File: src/rtl/mul_fifo_pkg.sv
// ----------------------------------------------------------------------------
// mul_fifo_pkg
// Shared constants and types for the multiplier-FIFO read-side checker.
//   OP_W   : width of each reference operand (a, b)
//   DATA_W : product width, 2*OP_W, so a*b never truncates
//   WORDS  : number of products in one full run, every {a,b} combination once
//   rd_state_t : reader FSM state encoding
// ----------------------------------------------------------------------------
package mul_fifo_pkg;

    localparam int OP_W   = 4;
    localparam int DATA_W = 2 * OP_W;
    localparam int WORDS  = 2 ** (2 * OP_W);

    typedef enum logic [2:0] {
        IDLE  = 3'd0,
        POP   = 3'd1,
        LATCH = 3'd2,
        CHECK = 3'd3,
        DONE  = 3'd4
    } rd_state_t;

endpackage : mul_fifo_pkg

File: src/rtl/mul_ref_gen.sv
// ----------------------------------------------------------------------------
// mul_ref_gen
// Reference generator for the FIFO checker: a {a,b} counter that starts at 0
// and steps once per checked word, plus the full-width unsigned product a*b.
// Ports:
//   Rclk   in   read-domain clock
//   Rrst   in   synchronous active-high reset, clears {a,b}
//   adv_i  in   advance {a,b} by one (wraps from all-ones to 0)
//   exp_o  out  DATA_W expected product a*b for the current counter value
// ----------------------------------------------------------------------------
module mul_ref_gen #(
    parameter int OP_W   = mul_fifo_pkg::OP_W,
    parameter int DATA_W = mul_fifo_pkg::DATA_W
) (
    input  logic              Rclk,
    input  logic              Rrst,
    input  logic              adv_i,
    output logic [DATA_W-1:0] exp_o
);

    import mul_fifo_pkg::*;

    logic [2*OP_W-1:0] ab_q;
    logic [2*OP_W-1:0] ab_d;
    logic [OP_W-1:0]   a;
    logic [OP_W-1:0]   b;

    // a is the upper half, so b runs fastest: 0*0, 0*1, ..., 0*15, 1*0, ...
    assign a = ab_q[2*OP_W-1:OP_W];
    assign b = ab_q[OP_W-1:0];

    always_comb begin
        ab_d = ab_q;
        if (adv_i) begin
            ab_d = ab_q + 1'b1;
        end
    end

    always_ff @(posedge Rclk) begin
        if (Rrst) begin
            ab_q <= '0;
        end else begin
            ab_q <= ab_d;
        end
    end

    // Operands are widened before the multiply so the product keeps all bits.
    assign exp_o = DATA_W'(a) * DATA_W'(b);

endmodule : mul_ref_gen

File: src/rtl/mul_fifo_reader.sv
// ----------------------------------------------------------------------------
// mul_fifo_reader
// Read side of a multiplier-result FIFO. Pops one word at a time, compares it
// against a locally generated a*b sequence and reports the result. One word
// takes at least four cycles: IDLE -> POP -> LATCH -> CHECK.
// Ports:
//   Rclk      in   read-domain clock (rising edge)
//   Rrst      in   synchronous active-high reset
//   Enable_i  in   allows a new pop to start from IDLE
//   Rempty_i  in   FIFO empty flag
//   Rdata_i   in   FIFO read data, valid the cycle after Rinc_o
//   Rinc_o    out  FIFO pop strobe (high only in POP)
//   Prod_o    out  last checked word
//   Valid_o   out  one-cycle pulse when Prod_o updates
//   Err_o     out  sticky mismatch flag
//   ErrCnt_o  out  mismatch count, saturates at 255
//   Count_o   out  number of words checked
//   Done_o    out  sticky, set once WORDS words are checked
// ----------------------------------------------------------------------------
module mul_fifo_reader #(
    parameter int DATA_W = mul_fifo_pkg::DATA_W,
    parameter int OP_W   = mul_fifo_pkg::OP_W,
    parameter int WORDS  = mul_fifo_pkg::WORDS
) (
    input  logic              Rclk,
    input  logic              Rrst,
    input  logic              Enable_i,
    input  logic              Rempty_i,
    input  logic [DATA_W-1:0] Rdata_i,
    output logic              Rinc_o,
    output logic [DATA_W-1:0] Prod_o,
    output logic              Valid_o,
    output logic              Err_o,
    output logic [7:0]        ErrCnt_o,
    output logic [8:0]        Count_o,
    output logic              Done_o
);

    import mul_fifo_pkg::*;

    rd_state_t         state_q;
    rd_state_t         state_d;

    logic [DATA_W-1:0] cap_q;
    logic [DATA_W-1:0] cap_d;
    logic [DATA_W-1:0] prod_q;
    logic [DATA_W-1:0] prod_d;
    logic              valid_q;
    logic              valid_d;
    logic              err_q;
    logic              err_d;
    logic [7:0]        errcnt_q;
    logic [7:0]        errcnt_d;
    logic [8:0]        count_q;
    logic [8:0]        count_d;
    logic              done_q;
    logic              done_d;

    logic [DATA_W-1:0] exp_val;
    logic              ref_adv;
    logic [8:0]        count_inc;
    logic              last_word;
    logic              mismatch;

    assign ref_adv   = (state_q == CHECK);
    assign count_inc = count_q + 9'd1;
    assign last_word = (count_inc == 9'(WORDS));
    assign mismatch  = (cap_q != exp_val);

    mul_ref_gen #(
        .OP_W   (OP_W),
        .DATA_W (DATA_W)
    ) u_ref_gen (
        .Rclk  (Rclk),
        .Rrst  (Rrst),
        .adv_i (ref_adv),
        .exp_o (exp_val)
    );

    // State register
    always_ff @(posedge Rclk) begin
        if (Rrst) begin
            state_q <= IDLE;
        end else begin
            state_q <= state_d;
        end
    end

    // Next-state logic. Enable_i and Rempty_i matter only in IDLE: once a pop
    // is committed the word always runs through LATCH and CHECK.
    always_comb begin
        state_d = state_q;
        case (state_q)
            IDLE: begin
                if (Enable_i && !Rempty_i) begin
                    state_d = POP;
                end
            end
            POP:     state_d = LATCH;
            LATCH:   state_d = CHECK;
            CHECK:   state_d = last_word ? DONE : IDLE;
            DONE:    state_d = DONE;
            default: state_d = IDLE;
        endcase
    end

    // Output decode: the pop strobe is the only combinational output.
    always_comb begin
        Rinc_o = (state_q == POP);
    end

    // Datapath next values; everything holds unless the state acts on it,
    // which also freezes all outputs once DONE is reached.
    always_comb begin
        cap_d    = cap_q;
        prod_d   = prod_q;
        valid_d  = 1'b0;
        err_d    = err_q;
        errcnt_d = errcnt_q;
        count_d  = count_q;
        done_d   = done_q;
        case (state_q)
            LATCH: begin
                cap_d = Rdata_i;
            end
            CHECK: begin
                prod_d  = cap_q;
                valid_d = 1'b1;
                count_d = count_inc;
                if (mismatch) begin
                    err_d = 1'b1;
                    if (errcnt_q != 8'hFF) begin
                        errcnt_d = errcnt_q + 8'd1;
                    end
                end
                // Raised together with the final Valid_o pulse.
                if (last_word) begin
                    done_d = 1'b1;
                end
            end
            default: begin
            end
        endcase
    end

    always_ff @(posedge Rclk) begin
        if (Rrst) begin
            cap_q    <= '0;
            prod_q   <= '0;
            valid_q  <= 1'b0;
            err_q    <= 1'b0;
            errcnt_q <= '0;
            count_q  <= '0;
            done_q   <= 1'b0;
        end else begin
            cap_q    <= cap_d;
            prod_q   <= prod_d;
            valid_q  <= valid_d;
            err_q    <= err_d;
            errcnt_q <= errcnt_d;
            count_q  <= count_d;
            done_q   <= done_d;
        end
    end

    assign Prod_o   = prod_q;
    assign Valid_o  = valid_q;
    assign Err_o    = err_q;
    assign ErrCnt_o = errcnt_q;
    assign Count_o  = count_q;
    assign Done_o   = done_q;

endmodule : mul_fifo_reader

File: config.mk
export PLATFORM = sky130hd
export DESIGN_NAME = mul_fifo_reader
export DESIGN_NICKNAME = d
export VERILOG_FILES = /design/src/rtl/mul_fifo_pkg.sv /design/src/rtl/mul_ref_gen.sv /design/src/rtl/mul_fifo_reader.sv
export SDC_FILE = /design/constraint.sdc
export NUM_CORES = 1
export LEC_CHECK = 0
export CORE_UTILIZATION = 55
export CTS_BUF_LIST = sky130_fd_sc_hd__clkbuf_4 sky130_fd_sc_hd__clkbuf_8
export DETAILED_ROUTE_END_ITERATION = 6
export GPL_TIMING_DRIVEN = 0
export PLACE_DENSITY = 0.84
export REMOVE_ABC_BUFFERS = 1
export SYNTH_ARGS = -nofsm -noshare
export SYNTH_HDL_FRONTEND = slang
export SYNTH_SLANG_ARGS = --single-unit
export TNS_END_PERCENT = 10
File: constraint.sdc
create_clock -name Rclk -period 4.49 [get_ports Rclk]
set_clock_uncertainty 0.1 [all_clocks]
set_input_delay 0.898 -clock Rclk [delete_from_list [all_inputs] [get_ports Rclk]]
set_output_delay 0.898 -clock Rclk [all_outputs]
set_load 0.005 [all_outputs]
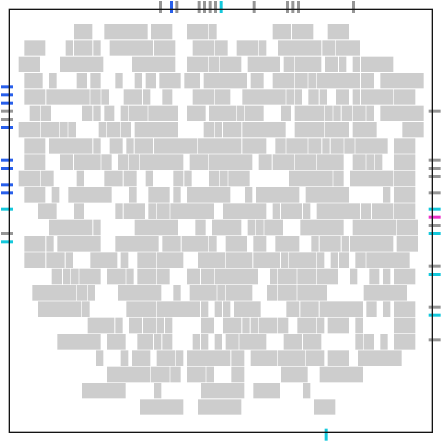
Fig. 1. Pin placement (run 1).
Scale: 6 px per um. Pins as bars across the die edge, other pins in gray.
Key: cyan = Rdata_i [pins 8, direction input, edge 4 right, 2 left, 1 top, 1 bottom]; blue = Count_o [pins 9, direction output, edge 8 left, 1 top]; magenta = Err_o [pins 1, direction output, edge right]
Die H: 70.3 um
I/O Buffers: 40
Die Wd: 70.3 um

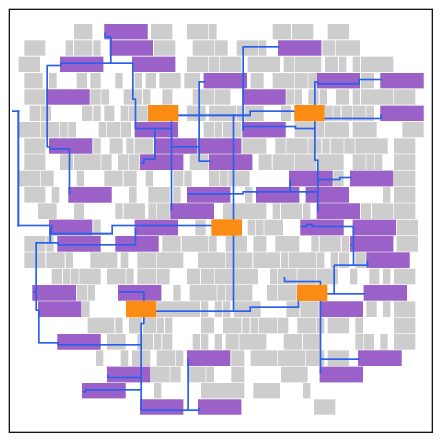
Fig. 2. Clock distribution (run 1).
Scale: 6 px per um.
Key: purple = flip-flops [count 47]; orange = clock drivers [count 5]; blue = clock wires [length 545 um]
There are 6 routed clock nets. Position of the flops: widely spread.
clock network power: 0.272 mW
Clock power frac: 0.355
Late-Pin Clk Latency: 0.30 ns

==> results.cfg, run 1 <==
; physical design summary
[clock_tree]
postCtsSetupBuffers = 0
cts_tree = yes
cts-resized-gates = 0
hold_buffers = 0
cts.sinks = 47
numCtsBuffers = 5
cts_buffer_depth = 2
cts_max_level = 2
clockRootBuffer = clkbuf_8
clk_pin_slew_ns = 0.09

[power]
p_leak_nw = 1.19
cellPowerDensity_nw_per_um2 = 250
ir_drop_v = 0.000205

[floorplanning]
io_pins = 41
rows = 24
die_area_um2 = 4940
fp_util = 0.580

[routing]
ant_nets = 0
first_pass_iters = 4

[worst_setup_path]
crit_required_ns = 4.59
cp_slowest_cell = fa_1
critPathLaunch = u_ref_gen.ab_q[3]$_SDFFE_PP0P_
path_cells = nand2_1, fa_1, fa_1, inv_1, ha_1, a211oi_2, o21bai_2, a21oi_2, xnor2_1, nand4_2, and3_4, mux2_4
crit_type = flip-flop to flip-flop
cp-endpoint = ErrCnt_o[0]$_SDFFE_PP0P_
crit_path_end_kind = flip-flop
r2r_end = ErrCnt_o[0]$_SDFFE_PP0P_
rr_worst_depth = 12
r2r_slack_ns = 0.71
crit_top_cell = fa_1
cp_max_fo = 9
cp.arrival_ns = 3.88

[final_timing]
period_used_share = 0.841
max_slew.worst_pin.slew_ns = 0.928
fin_tns_setup_ns = 0
hold_viol_final = 0
relSlewSlack = 0.381
grt_setup_unrepaired = false
max_freq_mhz = 265
setup_viol = 0
period_needed_ns = 3.78
slew_viol_final = 0

[logic_synthesis]
edf_count = 0
yosysCellCount = 296
syn_inst = 296
post_synth.cell_area_avg_um2 = 8.66
ys_chip_area_um2 = 2560
syn_area_um2 = 2560
ys_async_sr_fraction = 0
ys_seq_frac = 0.367
synthFlopType = dfxtp_1
ys_seq_elements = 47
yosysWarnings = 0

[run_status]
status = completed

[placement]
place.gp.congestion = 0.843
place_hpwl_mm = 3.40
place_inst = 374

[cells_and_area]
instances_no_fill = 382
finish.net_count = 361
antennaDiodeCount = 0
final_cell_mix = dfxtp_1 (47), nor2_1 (40), clkdlybuf4s50_1 (39)
drive_gt1_frac = 0.0727
lay_top_count = dfxtp_1
fillCellCount = 347

[hold_path]
hp-class = flip-flop to flip-flop

[global_routing]
grt_overflow = 0
grt_pass1_wl_mm = 8.44
first_global_vias = 1919
antenna_found_initial = 0

[run]
warnings = 26
maxCapViolCount = 0
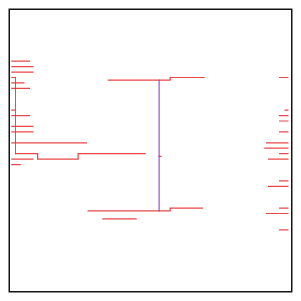
Fig. 3. Signal wires by layer (run 1).
Scale: 4 px per um. Only two layers are drawn.
Key: red = metal 3 [wire length 206 um]; purple = metal 4 [wire length 51.7 um]
GRT Resource Usage Total: 0.212
wire per inst: 12.8 um
WL final: 4.91 mm
routed via count: 2021

[run 1: cells by family (layout without fill, tap and decap cells)]
group | Yosys count | after routing | share of synthesized area
xor+xnor | 30 | 30 | 0.103
flops | 47 | 47 | 0.367
compound gates | 25 | 25 | 0.0586
simple gates | 132 | 132 | 0.254
fa+ha+maj | 20 | 20 | 0.109
buf+inv | 27 | 61 | 0.0410
mux | 15 | 15 | 0.0674
[run 1: critical path: cells and delay by family, from the launching register on]
kind	cells	cell delay, ns
simple gates	3	0.66
flops	1	0.44
fa+ha+maj	3	1.44
compound gates	3	0.54
xor+xnor	1	0.15
buf+inv	1	0.07
mux	1	0.29
[run 1: synth_stat cells (2+ instances only)]
cell	n	area, um2
dfxtp_1	47	941
nor2_1	40	150
nand2_1	36	135
a21oi_1	17	85.1
ha_1	16	200
xnor2_1	16	140
xor2_1	14	123
inv_1	13	48.8
nand3_1	12	60.1
clkbuf_1	9	33.8
mux2i_1	9	90.1
and2_1	8	50.1
nor2b_1	8	50.1
nand4_1	6	37.5
nor3_1	6	30.0
fa_1	4	80.1
mux2_4	4	60.1
buf_2	3	15.0
nand2b_1	3	18.8
buf_1	2	7.51
nor3b_1	2	15.0
o21ai_0	2	10.0
[run 1: routing by layer]
metal,track usage,up-vias,part of all wire
met1,0.259,938,0.46
met4,0.0578,0,0.010
met3,0.0505,5,0.042
met5,0,-,0
li1,-,1044,-
met2,0.368,34,0.49
[run 1: metrics by stage]
stage	instance area, um2	worst slack [ns]	util	power (mW)	hold slack, ns
after CTS	3070	0.688	0.696	0.775	0.355
after floorplan	2510	1.03	-	0.475	0.336
final	3070	0.714	0.696	0.766	0.351
after detailed placement	2970	0.743	0.673	0.503	0.344
after global placement	2970	0.765	0.673	0.502	0.339
after global routing	3070	0.498	0.696	0.798	0.365
[run 1: sequential cells by signal, summed over array words and instances, names as in the netlist, 3 cells and up]
name and flops:
Count_o 9, ErrCnt_o 8, Prod_o 8, u_ref_gen.ab_q 8
state_q 3, cap_q 8
[run 1: power breakdown]
group	internal (mW)	leakage [nW]	switching, mW
sequential	0.423	0.379	0.00825
clock	0.132	0.0519	0.140
combinational	0.0303	0.763	0.0322
total	0.586	1.19	0.180
[run 1: final cells by class]
| class | count | area, um2 | area share |
|---|---|---|---|
| clock inverter | 1 | 8.76 | 0.00285 |
| tap | 52 | 65.1 | 0.0212 |
| timing repair buffer | 40 | 395 | 0.129 |
| sequential | 47 | 941 | 0.306 |
| clock buffer | 7 | 90.1 | 0.0293 |
| inverter | 13 | 48.8 | 0.0159 |
| multi-input combinational | 222 | 1520 | 0.496 |
[run 1: worst min path at each step]
stage	from	end	slack [ns]	depth (start not counted)
after floorplan	Done_o$_SDFFE_PP0P_	Done_o$_SDFFE_PP0P_	0.34	2
after global placement	Done_o$_SDFFE_PP0P_	Done_o$_SDFFE_PP0P_	0.34	2
after detailed placement	Done_o$_SDFFE_PP0P_	Done_o$_SDFFE_PP0P_	0.34	2
after CTS	Done_o$_SDFFE_PP0P_	Done_o$_SDFFE_PP0P_	0.36	2
after global routing	Done_o$_SDFFE_PP0P_	Done_o$_SDFFE_PP0P_	0.37	2
final	Done_o$_SDFFE_PP0P_	Done_o$_SDFFE_PP0P_	0.35	2
Fig. 4: run 1, gate families picked out
Scale: 6 px per um.
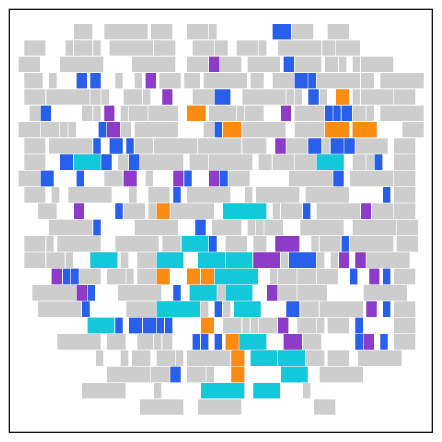

## Run 2: what changed since run 1
==> constraint.sdc (replaced) <==
create_clock -name Rclk -period 3.8 [get_ports Rclk]
set_clock_uncertainty 0.1 [all_clocks]
set_input_delay 0.76 -clock Rclk [delete_from_list [all_inputs] [get_ports Rclk]]
set_output_delay 0.76 -clock Rclk [all_outputs]
set_load 0.005 [all_outputs]
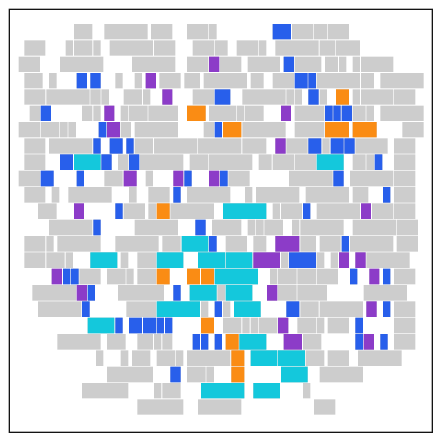
Fig. 5. Gate families picked out (run 2).
Scale: 6 px per um.
Key: orange = and/or cells [cells 13, most used and2_1]; blue = nand cells [cells 60, most used nand2_1]; purple = aoi and oai cells [cells 24, most used a21oi_1]; cyan = fa/ha/maj cells [cells 20, most used ha_1]

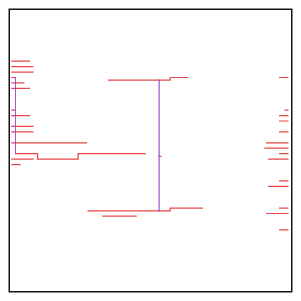
Fig. 6. Signal wires by layer (run 2).
Scale: 4 px per um. Only two layers are drawn.
Key: red = metal 3 [wire length 201 um]; purple = metal 4 [wire length 51.7 um]

==> run 2 against run 1 <==
  * Count of clock-buffer cells in the layout stayed put
  * Maximum frequency is 4.4% higher
  * Utilization is 0.62 points higher
  * Synthesized cell count stayed put
  * Register-to-register slack worse by 0.53 ns
  * Critical endpoint unchanged
==> results.cfg, run 2 <==
; physical design summary
[placement]
place_hpwl_mm = 3.40
dpl_cell_area_um2 = 2970

[final_timing]
max_freq_mhz = 277
period_used_share = 0.952
period_needed_ns = 3.62
fin_tns_setup_ns = 0
hold_viol_final = 0
relSlewSlack = 0.383
slew_viol_final = 0
grt_setup_unrepaired = false

[cells_and_area]
largest_register_ffs = 9
lay_top_count = dfxtp_1
finish.net_count = 364
antennaDiodeCount = 0
drive_gt1_frac = 0.0931
stdcell_area_um2 = 3100
final_util = 0.702

[logic_synthesis]
synthTopCellsByCount = dfxtp_1 (47), nor2_1 (40), nand2_1 (36)
ys_chip_area_um2 = 2560
ys_seq_elements = 47
ys_sh_adder = 0.109
post_synth.cell_area_avg_um2 = 8.66
yosysCellCount = 296
edf_count = 0
xor_share = 0.103
synthFlopType = dfxtp_1
ys_seq_frac = 0.367
top_area_cell = dfxtp_1
synth_dominant_cell_count = dfxtp_1
ys_sh_simple = 0.254
syn_inst = 296
yosysWarnings = 0

[floorplanning]
die_area_um2 = 4940
die-width_um = 70.3
die_h_um = 70.3
rows = 24
fp_util = 0.580
io_pins = 41

[clock_tree]
clk_pin_slew_ns = 0.09
cts_max_level = 2
hold_buffers = 0
numCtsBuffers = 5

[worst_setup_path]
cp_max_fo = 8
crit_required_ns = 3.90

[routing]
dr_total_vias = 2039

[run_status]
status = completed

[global_routing]
grt_pass1_wl_mm = 8.50
grt_overflow = 0
antenna_found_initial = 0
first_global_vias = 1933

[run]
warnings = 26

[hold_path]
hp-class = flip-flop to flip-flop

[power]
cellPowerDensity_nw_per_um2 = 295
ir_drop_v = 0.000240
p_total_mw = 0.915
## run 2: path summary, 6_finish.rpt
check,startpoint,endpoint,slack [ns],depth (start not counted)
setup / recovery,u_ref_gen.ab_q[3]$_SDFFE_PP0P_,ErrCnt_o[0]$_SDFFE_PP0P_,0.18,10
hold reg to reg,Done_o$_SDFFE_PP0P_,Done_o$_SDFFE_PP0P_,0.35,2
setup reg to reg,u_ref_gen.ab_q[3]$_SDFFE_PP0P_,ErrCnt_o[0]$_SDFFE_PP0P_,0.18,10
hold / removal,Done_o$_SDFFE_PP0P_,Done_o$_SDFFE_PP0P_,0.35,2
## run 2: critical path, cell delays in order (launching register included)
cell	delay [ns]
dfxtp_2	0.39
nand2_1	0.12
fa_1	0.58
fa_1	0.47
fa_1	0.57
xor2_1	0.17
nand3_1	0.11
nor3_2	0.22
nand4_2	0.23
and3_4	0.26
mux2_4	0.29
## run 2: metal layers
metal	up-vias	wire length, um	track usage
li1	1048	-	-
met1	952	2260	0.260
met2	34	2430	0.372
met3	5	201	0.0505
met4	0	51	0.0578
met5	-	0	0
## run 2: final cells by class
class / instances / area (um2)
multi-input combinational: 222 / 1520
fill: 345 / 1320
sequential: 47 / 946
timing repair buffer: 43 / 418
clock buffer: 7 / 90.1
tap: 52 / 65.1
inverter: 13 / 48.8
clock inverter: 1 / 8.76
## run 2: timing repair
item / 4_1_cts / 5_1_grt
gates cloned: 0 / 0
pin swaps: 0 / 3
setup endpoints to repair: 1 / 8
resized: 0 / 4
buffers inserted: 2 / 1
## run 2: cell families (layout without fill, tap and decap cells)
kind of cell / Yosys count / after routing
flops: 47 / 47
mux: 15 / 15
fa+ha+maj: 20 / 20
xor+xnor: 30 / 30
simple gates: 132 / 132
compound gates: 25 / 25
buf+inv: 27 / 64
## run 2: metrics by stage
step	setup slack, ns	instances
after global routing	0.00776	385
after detailed placement	0.0532	374
after floorplan	0.340	282
after CTS	0.0431	384
after global placement	0.0749	374
final	0.184	385
## run 2: where the power goes
part | internal, mW | total [mW] | leakage, nW | switching, mW
combinational | 0.0438 | 0.0845 | 0.778 | 0.0407
sequential | 0.500 | 0.510 | 0.381 | 0.00979
clock | 0.156 | 0.321 | 0.0519 | 0.165
total | 0.700 | 0.915 | 1.21 | 0.215
Power figures rest on the tool's default switching activity, not on a simulated workload.
